Run 1, clock wiring as the flow saved it:
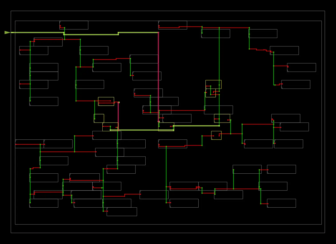
Run 1, clock distribution:
The bar under the picture is 20 µm long.
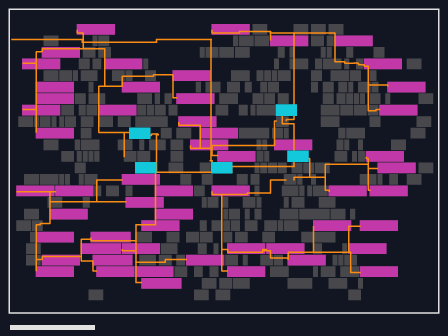
Run 1, cells coloured by class:
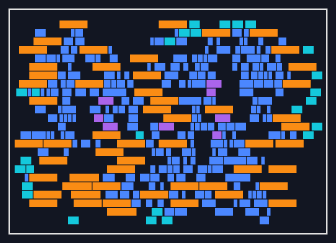
<file path="src/rtl/step_decoder.sv">
// Receive-side monitor for the half-step phase bus: synchronises and glitch-filters the phase
// lines, tracks step direction against a reference index, and keeps a wrapping position count.
module step_decoder #(
    parameter int unsigned POS_W      = 11,
    parameter int unsigned STABLE_CYC = 4,
    parameter int unsigned IDLE_CYC   = 200000
) (
    input  logic             clk,
    input  logic             rst,
    input  logic [3:0]       phase,
    input  logic             zero,
    input  logic             clr_fault,
    output logic [POS_W-1:0] position,
    output logic             dir,
    output logic             step_pulse,
    output logic             moving,
    output logic             locked,
    output logic             fault
);

    localparam int unsigned CNT_W  = $clog2(STABLE_CYC + 1);
    localparam int unsigned IDLE_W = $clog2(IDLE_CYC + 1);
    localparam logic [CNT_W-1:0]  CNT_MAX   = CNT_W'(STABLE_CYC - 1);
    localparam logic [IDLE_W-1:0] IDLE_LOAD = IDLE_W'(IDLE_CYC);

    typedef enum logic [1:0] {StUnlocked, StTracking, StFault} state_e;

    logic [3:0]       sync1_q, s_q, cand_q, acc_q;
    logic [CNT_W-1:0] cnt_q;
    logic             accept;
    logic [2:0]       idx, delta;
    logic             code_valid, code_illegal;

    state_e            state_q, state_d;
    logic [2:0]        ref_q, ref_d;
    logic [POS_W-1:0]  pos_q, pos_d;
    logic              dir_q, dir_d, pulse_q, pulse_d;
    logic [IDLE_W-1:0] idle_q, idle_d;

    // cnt saturates at CNT_MAX; re-accepting the same code is blocked by acc_q.
    assign accept = (s_q == cand_q) && (cnt_q == CNT_MAX) && (s_q != acc_q);

    always_ff @(posedge clk or posedge rst) begin
        if (rst) begin
            sync1_q <= '0;
            s_q     <= '0;
            cand_q  <= '0;
            cnt_q   <= '0;
            acc_q   <= '0;
        end else begin
            sync1_q <= phase;
            s_q     <= sync1_q;
            if (s_q != cand_q) begin
                cand_q <= s_q;
                cnt_q  <= '0;
            end else if (cnt_q != CNT_MAX) begin
                cnt_q <= cnt_q + CNT_W'(1);
            end
            if (accept) acc_q <= s_q;
        end
    end

    always_comb begin
        idx          = '0;
        code_valid   = 1'b1;
        code_illegal = 1'b0;
        case (s_q)
            4'b0001: idx = 3'd0;
            4'b0011: idx = 3'd1;
            4'b0010: idx = 3'd2;
            4'b0110: idx = 3'd3;
            4'b0100: idx = 3'd4;
            4'b1100: idx = 3'd5;
            4'b1000: idx = 3'd6;
            4'b1001: idx = 3'd7;
            4'b0000: code_valid = 1'b0;
            default: begin
                code_valid   = 1'b0;
                code_illegal = 1'b1;
            end
        endcase
    end

    assign delta = idx - ref_q;

    always_comb begin
        state_d = state_q;
        ref_d   = ref_q;
        pos_d   = pos_q;
        dir_d   = dir_q;
        pulse_d = 1'b0;
        idle_d  = (idle_q != '0) ? idle_q - IDLE_W'(1) : '0;
        unique case (state_q)
            StUnlocked: begin
                if (accept && code_valid) begin
                    ref_d   = idx;
                    state_d = StTracking;
                end else if (accept && code_illegal) begin
                    state_d = StFault;
                end
            end
            StTracking: begin
                if (accept && code_illegal) begin
                    state_d = StFault;
                end else if (accept && code_valid) begin
                    if (delta == 3'd1) begin
                        pos_d   = pos_q + POS_W'(1);
                        dir_d   = 1'b0;
                        pulse_d = 1'b1;
                        ref_d   = idx;
                    end else if (delta == 3'd7) begin
                        pos_d   = pos_q - POS_W'(1);
                        dir_d   = 1'b1;
                        pulse_d = 1'b1;
                        ref_d   = idx;
                    end else if (delta != 3'd0) begin
                        state_d = StFault;
                    end
                end
            end
            StFault: begin
                // A fresh illegal code in the clearing cycle keeps the fault.
                if (clr_fault && !(accept && code_illegal)) state_d = StUnlocked;
            end
            default: state_d = StUnlocked;
        endcase
        if (pulse_d) idle_d = IDLE_LOAD;
        if (state_d == StFault && state_q != StFault) idle_d = '0;
        if (zero) pos_d = '0;
    end

    always_ff @(posedge clk or posedge rst) begin
        if (rst) begin
            state_q <= StUnlocked;
            ref_q   <= '0;
            pos_q   <= '0;
            dir_q   <= 1'b0;
            pulse_q <= 1'b0;
            idle_q  <= '0;
        end else begin
            state_q <= state_d;
            ref_q   <= ref_d;
            pos_q   <= pos_d;
            dir_q   <= dir_d;
            pulse_q <= pulse_d;
            idle_q  <= idle_d;
        end
    end

    assign position   = pos_q;
    assign dir        = dir_q;
    assign step_pulse = pulse_q;
    assign moving     = (idle_q != '0);
    assign locked     = (state_q == StTracking);
    assign fault      = (state_q == StFault);

endmodule
</file>
<file path="config.mk">
export PLATFORM = sky130hd
export DESIGN_NAME = step_decoder
export DESIGN_NICKNAME = d
export VERILOG_FILES = /design/src/rtl/step_decoder.sv
export SDC_FILE = /design/constraint.sdc
export NUM_CORES = 1
export LEC_CHECK = 0
export CAP_MARGIN = 25
export CORE_ASPECT_RATIO = 0.7
export CORE_UTILIZATION = 45
export CTS_BUF_LIST = sky130_fd_sc_hd__clkbuf_8
export DETAILED_ROUTE_END_ITERATION = 6
export PLACE_DENSITY = 0.61
export SETUP_SLACK_MARGIN = 0.4
export SLEW_MARGIN = 5
export SYNTH_ARGS = -nofsm -noshare
export SYNTH_HDL_FRONTEND = slang
export SYNTH_SLANG_ARGS = --single-unit
export TNS_END_PERCENT = 5
</file>
<file path="constraint.sdc">
create_clock -name clk -period 5.1 [get_ports clk]
set_input_delay 1.02 -clock clk [delete_from_list [all_inputs] [get_ports clk]]
set_output_delay 1.02 -clock clk [all_outputs]
set_load 0.05 [all_outputs]
</file>
==> flow_summary_export.csv, run 1 <==
group,metric,value,unit
sta,rsz0062_at_grt,"no",
power,p_total,0.000769,W
clock_tree,ctsResizeCount,0,
final_layout,final_cells,406,
die,dieHeight,71.2,µm
power,pg_seq,0.000448,W
worst_setup_path,slowest_delay,0.50,ns
worst_setup_path,path_cells,"xor2_1 > nand2_1 > ha_1 > fa_1 > xnor2_2 > nand2_1 > mux2_2 > nor2_1 > inv_1 > ha_1 > nor2b_1 > o31a_1 > o22ai_1 > o21ai_0 > mux2i_1 > mux2_2",
detailed_routing,dr.pass1.iters,4,
status,status,"complete, no violations",
detailed_routing,route.met2.wl,2380,µm
job,warnings,26,
detailed_routing,wl_met1,2950,µm
global_routing,met3_usage,3.26,%
sta,hold_viol,0,
power,combPwrFrac,8.3,%
job,cap_viol_max_count,0,
final_layout,drive_gt1_share,13.0,%
die,ios,24,
detailed_routing,met3WireLength,165,µm
power,powerComb,0.0000636,W
worst_setup_path,path_max_fanout,10,
final_layout,regArea,1380,µm²
synthesis,top_area_share,44.7,%
final_layout,antenna_cells,0,
Back to the opening pictures, 'clock wiring as the flow saved it':
Clk. pwr: 0.000258 W
Layout Skew: 0.00969 ns
Flops: 55

Back to the opening pictures, 'clock distribution':
[clock-net drivers] cyan | count: 5
[clock wires] orange | length: 683 µm
[flip-flops] magenta | count: 55
flops lie: spread over the die

Back to the opening pictures, 'cells coloured by class':
| class | colour | cells |
|---|---|---|
| registers | orange | 55 |
| clock drivers and dummy loads | purple | 8 |
| remaining logic cells | blue | 226 |
| remaining buffers and delay cells | cyan | 26 |

-- run 1: area by class of cell --
type / count / share of cell area (%)
Multi-Input combinational cell: 213 / 45.5
Sequential cell: 55 / 39.8
Timing Repair Buffer: 26 / 7.28
Tap cell: 91 / 3.28
Clock buffer: 5 / 1.98
Inverter: 13 / 1.41
Clock inverter: 3 / 0.757
-- run 1: logic make-up (layout without fill, tap and decap cells) --
logic type	after synthesis	in the layout	share of synthesized area, %
buffers and inverters	29	47	4.27
XOR/XNOR	34	34	10.1
flip-flops	55	55	44.7
multiplexers	15	15	5.16
adder cells (fa/ha/maj)	15	15	6.59
AND/OR/NAND/NOR	100	100	18.9
AND-OR/OR-AND	49	49	10.3
-- run 1: final timing paths --
kind,slack (ns),to,from
max,0.85,position[10]$_DFFE_PP0P_,s_q[1]$_DFF_PP0_
min,0.36,s_q[0]$_DFF_PP0_,sync1_q[0]$_DFF_PP0_
max reg2reg,0.85,position[10]$_DFFE_PP0P_,s_q[1]$_DFF_PP0_
min reg2reg,0.36,s_q[0]$_DFF_PP0_,sync1_q[0]$_DFF_PP0_
max in group asynchronous,3.42,s_q[0]$_DFF_PP0_,rst
min in group asynchronous,1.20,sync1_q[2]$_DFF_PP0_,rst
-- run 1: flip-flops by register name, summed over array words and instances (netlist names) --
register and flops:
idle_q 18, position 11, acc_q 4, cand_q 4
s_q 4, sync1_q 4, cnt_q 3, ref_q 3
state_q 2, dir 1, step_pulse 1
-- run 1: worst max-delay path: cells and delay by family (launching register included) --
kind                     cells  cell delay [ns]
XOR/XNOR                     2             0.40
AND/OR/NAND/NOR              4             0.51
flip-flops                   1             0.50
buffers and inverters        1             0.21
AND-OR/OR-AND                3             0.65
adder cells (fa/ha/maj)      3             1.03
multiplexers                 3             0.84
Run 1, wiring heat map:
20 x 14 tiles, from dark blue (low) to red (high), scaled to the fullest tile. Values are wire area over tile area, all layers added.
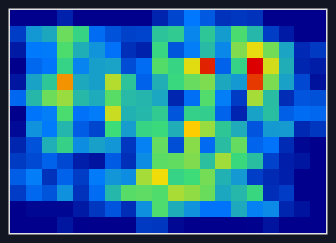

==> run 2: changes to the inputs <==
- PLACE_DENSITY: 0.61 -> 0.64
- clock period: 5.1 -> 3.59 ns (I/O delays scaled with it)
Run 2, wiring heat map:
20 x 14 tiles, from dark blue (low) to red (high), scaled to the fullest tile. Values are wire area over tile area, all layers added.
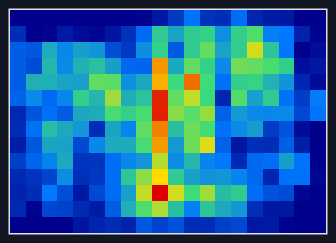
emptiest ninth of the die: lower left
fullest tile: 0.57
tiles over half the peak: 15%
nearly empty tiles: 11%
densest ninth of the die: centre

Run 2, signal wires on met4:
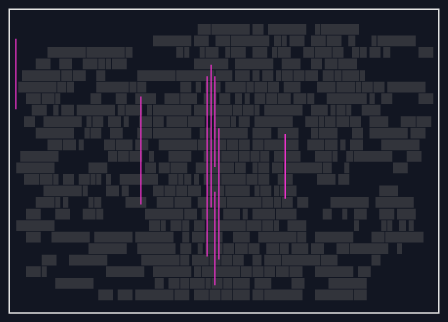
main direction: vertical
share of all routed wire: 2.8%

==> run 2 against run 1 <==
The flow now finishes with violations (setup timing). Area after synthesis unchanged. Sequential share of layout area down 6.7 points. Final cell count up 16%. Design area up 20%. Sequential cell count unchanged. Maximum frequency up 13%. Non-clock buffer count up 64. Largest cell class unchanged.
==> flow_summary_export.csv, run 2 <==
group,metric,value,unit
final_layout,seq-cell-share,33.1,%
final_layout,comb_area_share,41.5,%
final_layout,antenna_cells,0,
sta,setup_viol,5,
status,violations,"setup timing",
worst_setup_path,slowest_delay,0.45,ns
hold_path,worstHoldStart,"sync1_q[3]$_DFF_PP0_",
sta,hold_viol,0,
final_layout,n_all_buffers,90,
final_layout,logic_gate_count,213,
final_layout,largest_reg_flops,18,
worst_setup_path,crit_start,"s_q[1]$_DFF_PP0_",
final_layout,regMostFlops,"idle_q",
status,status,"finished, violations left",
synthesis,top_area_share,44.7,%
final_layout,regArea,1380,µm²
detailed_routing,dr.pass1.iters,4,
die,ios,24,
final_layout,biggestCellCategory,"logic gates",
job,cap_viol_max_count,0,
worst_setup_path,cp_top_family,"adder cells",
final_layout,clock_buffers,5,
final_layout,drive_gt1_share,33.1,%
final_layout,final_cells,469,
sta,worst_slack,-0.164,ns
power,combPwrFrac,17.0,%
job,warnings,29,
worst_setup_path,r2r_start,"s_q[1]$_DFF_PP0_",
Run 2, clock wiring as the flow saved it:
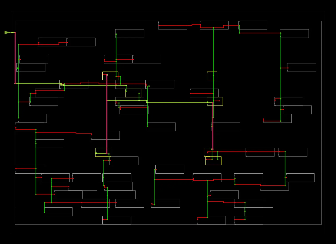
Layout Skew: 0.00643 ns
CTS buffer count: 5

[run 2: cell counts after synthesis]
Identical to the previous run, type by type.
[run 2: what timing repair did]
action	4_1_cts	5_1_grt
gates resized	33	15
pin swaps	16	2
endpoints found under the setup margin	7	17
endpoints found under the hold margin	0	0
cloned	0	0
setup buffers	39	0
[run 2: routing by layer]
| metal | wire, µm | track usage (%) | up-vias |
|---|---|---|---|
| met3 | 173 | 3.56 | 17 |
| met5 | 0 | 0 | - |
| met4 | 205 | 7.41 | 0 |
| li1 | - | - | 1189 |
| met1 | 3520 | 31.2 | 1154 |
| met2 | 3340 | 32.9 | 41 |
[run 2: cells by family (layout without fill, tap and decap cells)]
family          after synthesis  count (layout)  synth area share, %
mux                          15              15                 5.16
buf+inv                      29             110                 4.27
simple gates                100             100                 18.9
flops                        55              55                 44.7
compound gates               49              49                 10.3
fa+ha+maj                    15              15                 6.59
xor+xnor                     34              34                 10.1
[run 2: path summary, 6_finish.rpt]
kind,cells after the start,slack (ns),to
max in group asynchronous,3,2.13,position[1]$_DFFE_PP0P_
max,16,-0.16,position[9]$_DFFE_PP0P_
min reg2reg,0,0.36,s_q[3]$_DFF_PP0_
min in group asynchronous,2,0.81,idle_q[7]$_DFF_PP0_
max reg2reg,16,-0.16,position[9]$_DFFE_PP0P_
min,0,0.36,s_q[3]$_DFF_PP0_
[run 2: power groups by stage]
stage	registers, W	clock network (W)	logic (W)
floorplan	0.000641	0	0.0000796
global placement	0.000643	0	0.000118
global route	0.000632	0.000371	0.000215
detailed placement	0.000644	0	0.000119
finish	0.000631	0.000341	0.000199
CTS	0.000631	0.000349	0.000177
No activity file was given, so power comes from the tool's default toggle rates.
